**src/rtl/fft_bf_stage_gated.sv**
```systemverilog
// -----------------------------------------------------------------------------
// fft_bf_stage_gated
//
// Radix-2 butterfly stage wrapper for the FFT pipeline. Processes LANES complex
// samples per clock. A single din_valid pulse while idle opens a frame window of
// exactly FRAME_CLKS clocks; every clock inside that window is a valid sample,
// whatever din_valid does afterwards. Output width grows by one bit so the
// add/subtract can never overflow.
//
// Ports:
//   clk         rising-edge clock
//   rstn        asynchronous active-low reset (clears outputs, state, counter)
//   din_valid   frame start strobe; only acts in IDLE
//   bypass      1 = sign-extended pass-through, 0 = butterfly (per clock)
//   din_r/din_i signed [IN_W-1:0] x LANES real / imag inputs
//   dout_r/i    signed [IN_W:0] x LANES registered outputs
//   dout_valid  outputs hold a fresh frame sample
//   dout_idx    sample index of the registered sample (holds when not valid)
//   frame_done  one-clock pulse together with the last sample of a frame
//   retrig_err  one-clock pulse: din_valid seen while a frame was running
//   dbg_state   current FSM state (0 = IDLE, 1 = RUN) for checkers
//
// Valid/ready semantics: there is no ready. The downstream stage must accept
// every cycle in which dout_valid = 1; outputs are only meaningful on those
// cycles and simply hold otherwise. Latency from input to output is 1 clock.
// -----------------------------------------------------------------------------
module fft_bf_stage_gated #(
  parameter int IN_W       = 13,
  parameter int LANES      = 16,
  parameter int SPAN       = 8,
  parameter int FRAME_CLKS = 32,
  parameter int IDX_W      = $clog2(FRAME_CLKS)
) (
  input  logic                   clk,
  input  logic                   rstn,
  input  logic                   din_valid,
  input  logic                   bypass,
  input  logic signed [IN_W-1:0] din_r [LANES],
  input  logic signed [IN_W-1:0] din_i [LANES],
  output logic signed [IN_W:0]   dout_r [LANES],
  output logic signed [IN_W:0]   dout_i [LANES],
  output logic                   dout_valid,
  output logic [IDX_W-1:0]       dout_idx,
  output logic                   frame_done,
  output logic                   retrig_err,
  output logic                   dbg_state
);

  localparam int OUT_W = IN_W + 1;
  localparam logic [IDX_W-1:0] LAST_IDX = IDX_W'(FRAME_CLKS - 1);

  typedef enum logic {
    IDLE = 1'b0,
    RUN  = 1'b1
  } state_t;

  state_t           state_q, state_d;
  logic [IDX_W-1:0] cnt_q, cnt_d;

  // Per-cycle control derived from the FSM.
  logic             gated_valid;
  logic             last_sample;
  logic             retrig_now;
  logic [IDX_W-1:0] sample_idx;

  // Next values for the data registers.
  logic signed [OUT_W-1:0] nxt_r [LANES];
  logic signed [OUT_W-1:0] nxt_i [LANES];

  // ---------------------------------------------------------------------------
  // FSM: state register
  // ---------------------------------------------------------------------------
  always_ff @(posedge clk or negedge rstn) begin
    if (!rstn) begin
      state_q <= IDLE;
      cnt_q   <= '0;
    end else begin
      state_q <= state_d;
      cnt_q   <= cnt_d;
    end
  end

  // ---------------------------------------------------------------------------
  // FSM: next state and gating
  // cnt_q holds the index of the sample being taken in the current RUN cycle.
  // The start cycle in IDLE is sample 0, so RUN begins with cnt = 1.
  // ---------------------------------------------------------------------------
  always_comb begin
    state_d     = state_q;
    cnt_d       = cnt_q;
    gated_valid = 1'b0;
    last_sample = 1'b0;
    retrig_now  = 1'b0;
    sample_idx  = cnt_q;

    case (state_q)
      IDLE: begin
        sample_idx = '0;
        if (din_valid) begin
          gated_valid = 1'b1;
          state_d     = RUN;
          cnt_d       = IDX_W'(1);
        end
      end

      RUN: begin
        gated_valid = 1'b1;
        // A strobe here does not affect gating; it is only reported.
        retrig_now  = din_valid;
        if (cnt_q == LAST_IDX) begin
          last_sample = 1'b1;
          state_d     = IDLE;
          cnt_d       = '0;
        end else begin
          cnt_d = cnt_q + IDX_W'(1);
        end
      end

      default: begin
        state_d = IDLE;
        cnt_d   = '0;
      end
    endcase
  end

  assign dbg_state = state_q;

  // ---------------------------------------------------------------------------
  // Butterfly datapath. Lanes with (k mod 2*SPAN) < SPAN are the "top" of a
  // pair and produce the sum; their partner k+SPAN produces the difference.
  // Operands are widened first so the result always fits in OUT_W bits.
  // ---------------------------------------------------------------------------
  for (genvar k = 0; k < LANES; k++) begin : g_lane
    logic signed [OUT_W-1:0] self_r, self_i;
    logic signed [OUT_W-1:0] bf_r, bf_i;

    assign self_r = OUT_W'(din_r[k]);
    assign self_i = OUT_W'(din_i[k]);

    if ((k % (2 * SPAN)) < SPAN) begin : g_sum
      logic signed [OUT_W-1:0] pair_r, pair_i;
      assign pair_r = OUT_W'(din_r[k + SPAN]);
      assign pair_i = OUT_W'(din_i[k + SPAN]);
      assign bf_r   = self_r + pair_r;
      assign bf_i   = self_i + pair_i;
    end else begin : g_diff
      logic signed [OUT_W-1:0] pair_r, pair_i;
      assign pair_r = OUT_W'(din_r[k - SPAN]);
      assign pair_i = OUT_W'(din_i[k - SPAN]);
      assign bf_r   = pair_r - self_r;
      assign bf_i   = pair_i - self_i;
    end

    assign nxt_r[k] = bypass ? self_r : bf_r;
    assign nxt_i[k] = bypass ? self_i : bf_i;
  end

  // ---------------------------------------------------------------------------
  // Output registers. Data and index load only on gated-valid cycles; the
  // status pulses are registered every cycle so they line up with the data.
  // ---------------------------------------------------------------------------
  always_ff @(posedge clk or negedge rstn) begin
    if (!rstn) begin
      dout_valid <= 1'b0;
      dout_idx   <= '0;
      frame_done <= 1'b0;
      retrig_err <= 1'b0;
      for (int k = 0; k < LANES; k++) begin
        dout_r[k] <= '0;
        dout_i[k] <= '0;
      end
    end else begin
      dout_valid <= gated_valid;
      frame_done <= last_sample;
      retrig_err <= retrig_now;
      if (gated_valid) begin
        dout_idx <= sample_idx;
        for (int k = 0; k < LANES; k++) begin
          dout_r[k] <= nxt_r[k];
          dout_i[k] <= nxt_i[k];
        end
      end
    end
  end

endmodule

```
**config.mk**
```make
export PLATFORM = sky130hd
export DESIGN_NAME = fft_bf_stage_gated
export DESIGN_NICKNAME = d
export VERILOG_FILES = /design/src/rtl/fft_bf_stage_gated.sv
export SDC_FILE = /design/constraint.sdc
export NUM_CORES = 2
export LEC_CHECK = 0
export ABC_CLOCK_PERIOD_IN_PS = 3000
export CAP_MARGIN = 25
export CORE_AREA = 3 3 342 344
export DETAILED_ROUTE_END_ITERATION = 6
export DIE_AREA = 0 0 345 347
export PLACE_DENSITY = 0.64
export SYNTH_ARGS = -nofsm -noshare
export SYNTH_HDL_FRONTEND = slang
export SYNTH_SLANG_ARGS = --single-unit
```
**constraint.sdc**
```tcl
create_clock -name clk -period 3 [get_ports clk]
set_input_delay 0.6 -clock clk [delete_from_list [all_inputs] [get_ports clk]]
set_output_delay 0.6 -clock clk [all_outputs]
set_load 0.02 [all_outputs]
```
Gate-type map:
Bar = 100 µm.
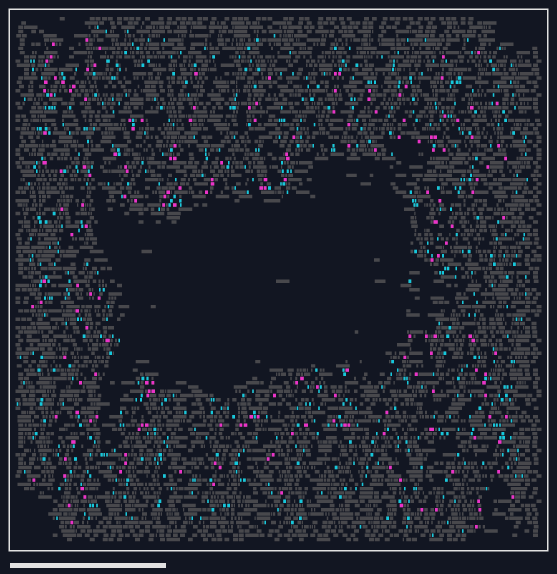
legend:
  magenta:
    family: AND and OR gates
    cells: 188
    where: widely spread
  cyan:
    family: NAND gates
    cells: 580
    where: widely spread
highest-count logic cell in the final layout: clkdlybuf4s50_1
multi-input combinational area share: 0.445
Final Non-Filler Cells: 7754

The metal 3 layer:
Bar = 100 µm.
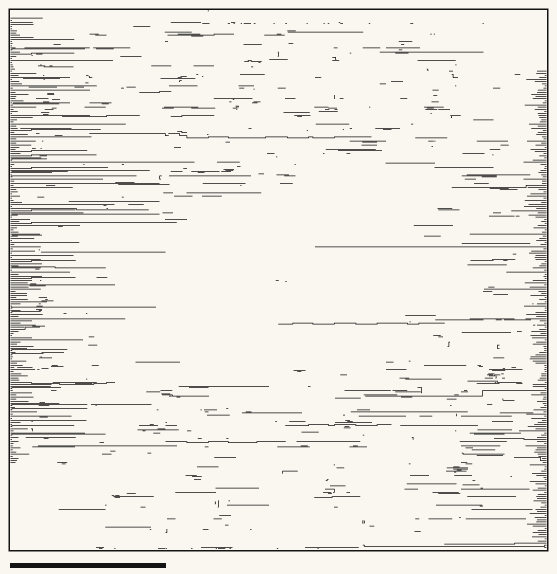
main direction: horizontal
wire length on this layer: 11100 µm
DRT Wirelength: 160 mm
met3 usage: 0.0613

==> run_results.csv <==
group,metric,value,unit
status,run_status,"complete, no violations",
grt,grt_start_max_net_pins,105,
final_timing,worst_slew_pin_slew,824,ps
placement,io_buffers,876,
critical_path,crit_path_start,"din_r[91]",
yosys,edf_count,0,
yosys,ys_cells,4909,
detailed_routing,ant_nets,0,
run,drv_cap,0,
yosys,topCellsByArea,"dfrtp_1 (30%), ha_1 (13%), a21oi_1 (7.5%), o21ai_0 (6.2%), nor2_1 (4.5%)",
clocking,clock_latency,680,ps
grt,grt_pass1_vias,40400,
finish,layout_top_cells,"clkdlybuf4s50_1 (874), buf_4 (607), a21oi_1 (586), o21ai_0 (486), nor2_1 (465)",
finish,area_growth,43.1,%
floorplanning,dieWidth,345,µm
grt,gr-usage-met1,0.318,
min_path,worstHoldStart,"bypass",
clocking,cts_tree,"yes",
grt,grt_usage,0.257,
yosys,synthTopLogicFamily,"AND-OR/OR-AND gates",
grt,gr-total-overflow,0,
run,warnings,237,
yosys,yosys_area,0.0391,mm²
grt,busiest_layer,"met2",
finish,drive_above_1_share,0.128,
Cell placement:
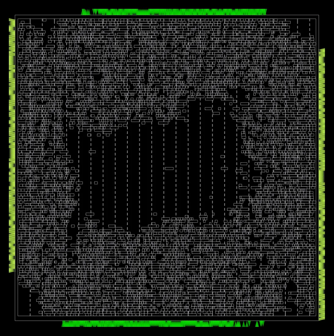
Tapcells: 1512
Layout Utilization: 0.490
Seq cells: 462
area of the core: 0.114 mm²
fraction of area in registers: 0.207

final cells by class:
type	instances	area [µm²]
multi-input cells	3769	24900
clock buffers	80	1730
repair buffers	1515	14000
inverters	360	1370
clock inverters	32	494
well taps	1512	1890
flip-flops and latches	462	11600
fillers	11100	58200
diodes	24	60.1
cell families (layout without fill, tap and decap cells):
logic type               after synthesis  count (layout)
AND-OR/OR-AND                       1595            1595
flip-flops                           462             462
buffers and inverters                678            1987
AND/OR/NAND/NOR                     1423            1423
other                                  0              24
adder cells (fa/ha/maj)              450             450
multiplexers                         100             100
XOR/XNOR                             201             201
registers in the layout (all words and copies together) (netlist names):
register    count
dout_i        224
dout_r        224
cnt_q           5
dout_idx        5
dbg_state       1
dout_valid      1
frame_done      1
retrig_err      1
layer usage:
layer	wire [µm]	share of wire	vias to the layer above
met2	76700	0.48	1281
met1	67000	0.42	20000
met4	5520	0.034	10
met5	76	0.00047	-
li1	-	-	19800
met3	11100	0.069	244
per-stage QoR:
| stage | worst slack, ps | cell area, µm² | power, mW | utilization |
|---|---|---|---|---|
| 2_1_floorplan | 217 | 39100 | 14.7 | - |
| 3_3_place_gp | -393 | 53700 | 21.3 | 0.470 |
| 3_5_place_dp | -403 | 53700 | 21.4 | 0.470 |
| 4_1_cts | 311 | 55900 | 29.8 | 0.490 |
| 5_1_grt | 158 | 55900 | 31.1 | 0.490 |
| 6_report | 244 | 56000 | 29.6 | 0.490 |
what timing repair did:
| item | CTS | global route |
|---|---|---|
| hold buffers | 1 | 0 |
| resized | 0 | 0 |
| endpoints found under the hold margin | 36 | 0 |
| buffers inserted | 0 | 0 |
power by group:
group | switching (mW) | internal (mW)
Sequential | 1.03 | 7.53
Clock | 3.19 | 5.06
Combinational | 6.90 | 5.88
No activity file was given, so power comes from the tool's default toggle rates.
